$ cat src/rtl/gmii2fifo72.sv
// gmii2fifo72: packs GMII receive bytes little-endian into 72-bit FIFO words
// (64 data bits + 8 byte-valid flags). Every frame is closed by a word with at
// least one clear flag so the reader on the far side stops on a frame boundary.
module gmii2fifo72 #(
  parameter int CNT_W = 16
) (
  input  logic             gmii_rx_clk,
  input  logic             sys_rst_n,
  input  logic             gmii_rx_dv,
  input  logic             gmii_rx_er,
  input  logic [7:0]       gmii_rxd,
  input  logic             full,
  output logic [71:0]      din,
  output logic             wr_en,
  output logic             wr_clk,
  output logic [CNT_W-1:0] ovf_cnt,
  output logic [CNT_W-1:0] err_cnt
);

  typedef enum logic [1:0] {IDLE, RECV, FLUSH, DROP} state_t;

  state_t      state, state_nx;
  logic [63:0] data_q, data_nx;
  logic [7:0]  flag_q, flag_nx;
  logic [2:0]  idx, idx_nx;
  logic        new_drop, new_drop_nx;
  logic        dv_gone, dv_gone_nx;
  logic        drop_now;
  logic [71:0] din_nx;
  logic        wr_nx;
  logic        ovf_inc;
  logic        dv_q;
  logic        err_seen;
  logic        err_end;
  logic [63:0] lane_data;
  logic [7:0]  lane_flag;

  assign wr_clk = gmii_rx_clk;

  // Shift register with the current byte merged into lane idx; lanes above idx are still zero
  assign lane_data = data_q | ({56'd0, gmii_rxd} << {idx, 3'b000});
  assign lane_flag = flag_q | (8'd1 << idx);

  // A frame ends on the first cycle rx_dv is low after being high
  assign err_end = dv_q & ~gmii_rx_dv & err_seen;

  // Next-state, shift register and write decisions; full is checked in the deciding cycle
  always_comb begin
    state_nx    = state;
    data_nx     = data_q;
    flag_nx     = flag_q;
    idx_nx      = idx;
    new_drop_nx = new_drop;
    dv_gone_nx  = dv_gone;
    din_nx      = din;
    wr_nx       = 1'b0;
    ovf_inc     = 1'b0;
    drop_now    = 1'b0;
    case (state)
      IDLE: begin
        if (gmii_rx_dv) begin
          data_nx  = {56'd0, gmii_rxd};
          flag_nx  = 8'h01;
          idx_nx   = 3'd1;
          state_nx = RECV;
        end
      end
      RECV: begin
        if (gmii_rx_dv) begin
          if (idx == 3'd7) begin
            if (!full) begin
              wr_nx  = 1'b1;
              din_nx = {8'hFF, lane_data};
            end else begin
              ovf_inc    = 1'b1;
              dv_gone_nx = 1'b0;
              state_nx   = DROP;
            end
            data_nx = 64'd0;
            flag_nx = 8'd0;
            idx_nx  = 3'd0;
          end else begin
            data_nx = lane_data;
            flag_nx = lane_flag;
            idx_nx  = idx + 3'd1;
          end
        end else if (!full) begin
          wr_nx    = 1'b1;
          din_nx   = {flag_q, data_q};
          data_nx  = 64'd0;
          flag_nx  = 8'd0;
          idx_nx   = 3'd0;
          state_nx = IDLE;
        end else begin
          new_drop_nx = 1'b0;
          state_nx    = FLUSH;
        end
      end
      FLUSH: begin
        drop_now = new_drop | gmii_rx_dv;
        if (gmii_rx_dv && !new_drop) ovf_inc = 1'b1;
        new_drop_nx = drop_now;
        if (!full) begin
          wr_nx       = 1'b1;
          din_nx      = {flag_q, data_q};
          data_nx     = 64'd0;
          flag_nx     = 8'd0;
          idx_nx      = 3'd0;
          new_drop_nx = 1'b0;
          dv_gone_nx  = 1'b0;
          state_nx    = drop_now ? DROP : IDLE;
        end
      end
      DROP: begin
        if (!gmii_rx_dv || dv_gone) begin
          dv_gone_nx = 1'b1;
          if (!full) begin
            wr_nx      = 1'b1;
            din_nx     = 72'd0;
            dv_gone_nx = 1'b0;
            state_nx   = IDLE;
          end
        end
      end
      default: state_nx = IDLE;
    endcase
  end

  // State, shift register and registered FIFO write port
  always_ff @(posedge gmii_rx_clk or negedge sys_rst_n) begin
    if (!sys_rst_n) begin
      state    <= IDLE;
      data_q   <= 64'd0;
      flag_q   <= 8'd0;
      idx      <= 3'd0;
      new_drop <= 1'b0;
      dv_gone  <= 1'b0;
      din      <= 72'd0;
      wr_en    <= 1'b0;
    end else begin
      state    <= state_nx;
      data_q   <= data_nx;
      flag_q   <= flag_nx;
      idx      <= idx_nx;
      new_drop <= new_drop_nx;
      dv_gone  <= dv_gone_nx;
      din      <= din_nx;
      wr_en    <= wr_nx;
    end
  end

  // Per-frame error tracking and the two saturating counters
  always_ff @(posedge gmii_rx_clk or negedge sys_rst_n) begin
    if (!sys_rst_n) begin
      dv_q     <= 1'b0;
      err_seen <= 1'b0;
      ovf_cnt  <= '0;
      err_cnt  <= '0;
    end else begin
      dv_q <= gmii_rx_dv;
      if (gmii_rx_dv && gmii_rx_er) err_seen <= 1'b1;
      else if (!gmii_rx_dv)         err_seen <= 1'b0;
      if (ovf_inc && (ovf_cnt != '1)) ovf_cnt <= ovf_cnt + CNT_W'(1);
      if (err_end && (err_cnt != '1)) err_cnt <= err_cnt + CNT_W'(1);
    end
  end

endmodule

$ cat config.mk
export PLATFORM = sky130hd
export DESIGN_NAME = gmii2fifo72
export DESIGN_NICKNAME = d
export VERILOG_FILES = /design/src/rtl/gmii2fifo72.sv
export SDC_FILE = /design/constraint.sdc
export NUM_CORES = 1
export LEC_CHECK = 0
export CAP_MARGIN = 20
export CORE_MARGIN = 10
export CORE_UTILIZATION = 58
export CTS_CLUSTER_DIAMETER = 30
export CTS_CLUSTER_SIZE = 40
export DETAILED_ROUTE_END_ITERATION = 12
export PLACE_DENSITY = 0.86
export SLEW_MARGIN = 20
export SYNTH_ARGS = -nofsm -noshare
export SYNTH_HDL_FRONTEND = slang
export SYNTH_SLANG_ARGS = --single-unit
$ cat constraint.sdc
create_clock -name gmii_rx_clk -period 4.2 [get_ports gmii_rx_clk]
set_input_delay 1.26 -clock gmii_rx_clk [delete_from_list [all_inputs] [get_ports gmii_rx_clk]]
set_output_delay 1.26 -clock gmii_rx_clk [all_outputs]
set_load 0.005 [all_outputs]
layer_met1.png
The bar under the picture is 50 µm long. Supply wires on this layer in grey.
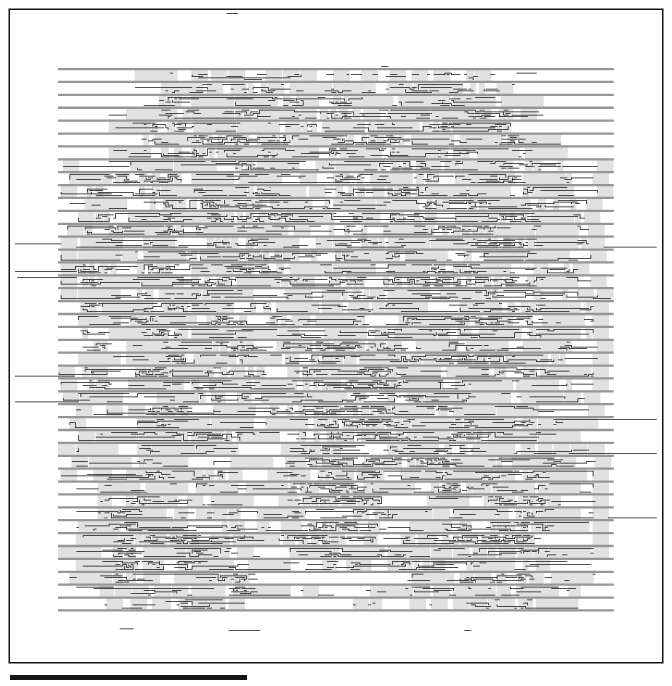
longest straight run: 35.0 µm
nets with wire on the layer: 837
main direction: horizontal
share of all routed wire: 42%
wire length on this layer: 8530 µm
WL final: 20500 µm
met1 GRT Util: 28.4%
routed via count: 6574

==> results_slide.txt <==
Synthesis and Place & Route Summary

Floorplan
  • Die height: 138 µm
  • Core footprint: 13400 µm²
  • Std cell rows: 42

Setup path
  • CP dominant cell by count: clkbuf_16
  • CP Max Fanout: 2
  • CP required: 2940 ps
  • CP bufs+invs: 3

Cells and area
  • Layout Area Growth over Synthesis: 24.1%
  • Gate Area: 3110 µm²
  • Total area of sequential cells: 4650 µm²
  • Share of post-route cells with drive strength above 1: 7.11%
  • Most frequent logic cells in the routed design: 186 x dfrtp_1, 132 x a21oi_1, 117 x clkdlybuf4s50_1

Hold path
  • Hold Crit Class: reg2reg

Drt
  • Met3 wire len: 1520 µm
  • WL met1: 8530 µm
  • Routed vias/inst: 5.95

Power and ir drop
  • Internal: 3.70 mW
  • Comb group: 1.86 mW
  • Sequential Power: 2.24 mW
  • Net Sw Frac: 35.7%

Timing
  • WHS: 481 ps
  • Setup Skew: 6.62 ps
  • RSZ-0062 raised after global routing: false
  • TNS Setup: 0 ps

Global routing
  • Largest net degree at the start of global routing: 81

Logic synthesis
  • Xor+xnor area frac: 2.73%
  • Ys async rst share: 100%
  • Synth Register Bits: 186
  • Mapped Area: 8020 µm²
  • Mapped Nets: 839
  • Largest combinational cell category by area: AND-OR/OR-AND gates

Run status
  • Outcome: complete, no violations

Clock network
  • Latency at later pin: 540 ps

Placed design
  • Placed instance area: 9330 µm²
wires.png
Two of the layers only.
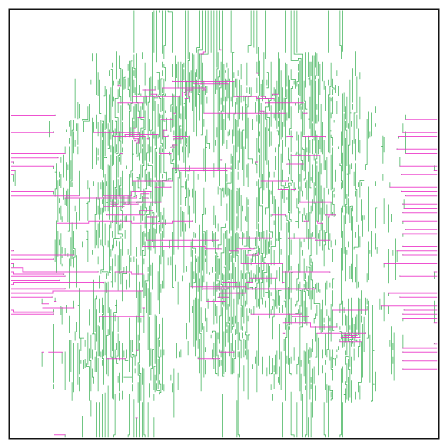
legend:
  green:
    layer: metal 2
    wire_length: 10100 µm
  magenta:
    layer: metal 3
    wire_length: 1520 µm
overall routing resource usage: 22.4%
average routed wire per standard cell: 18.6 µm

==> cell type report <==
type | instances | share of cell area, %
clock inverter | 11 | 0.981
sequential | 186 | 46.8
clock buffer | 25 | 5.38
timing repair buffer | 129 | 12.9
inverter | 12 | 0.453
tap | 176 | 2.21
multi-input combinational | 565 | 31.2
==> cells in the mapped netlist (2+ instances only) <==
cell type,instances
a22o_1,12
nand2b_1,6
nor2_4,6
nor3_1,8
a21oi_1,133
a31oi_1,5
a21boi_2,2
o21ai_0,85
dfrtp_1,186
buf_2,21
o21ai_1,2
nor2b_1,3
nand3_1,18
ha_1,13
buf_1,8
xnor2_1,18
or4_4,2
nand2_1,95
clkbuf_2,2
a21o_1,5
clkbuf_1,17
nor2_1,90
inv_1,11
a41oi_1,2
nand3b_1,3
mux2_2,3
xor2_1,7
and3_1,6
nor4_1,2
a22oi_1,8
and2_1,3
a221oi_1,2
nand4_1,12
a32o_1,2
==> final timing paths <==
kind                        startpoint         end  slack (ps)  cells past startpoint
max                        gmii_rx_clk      wr_clk         150                      3
min                            din[59]     din[59]         480                      2
max reg2reg                     idx[0]     din[24]        1490                      8
min reg2reg                    din[59]     din[59]         480                      2
max in group asynchronous    sys_rst_n  err_cnt[3]        2650                      2
min in group asynchronous    sys_rst_n  ovf_cnt[8]         680                      1
==> stage by stage <==
stage	instances	utilization [%]	power, mW	worst slack [ps]
finish	1104	74.2	5.76	154
floorplan	813	-	3.38	729
detailed placement	1069	69.6	4.13	426
CTS	1104	74.2	5.78	138
global placement	1069	69.6	4.07	426
global route	1104	74.2	6.08	140
==> worst register-to-register path: stages (launching register included) <==
cell and delay [ps]:
dfrtp_1 590, ha_1 260, ha_1 310, nand3b_1 190, a21o_1 150, and2_1 320
nand2_1 300, buf_12 280, o21ai_0 220
Power figures rest on the tool's default switching activity, not on a simulated workload.
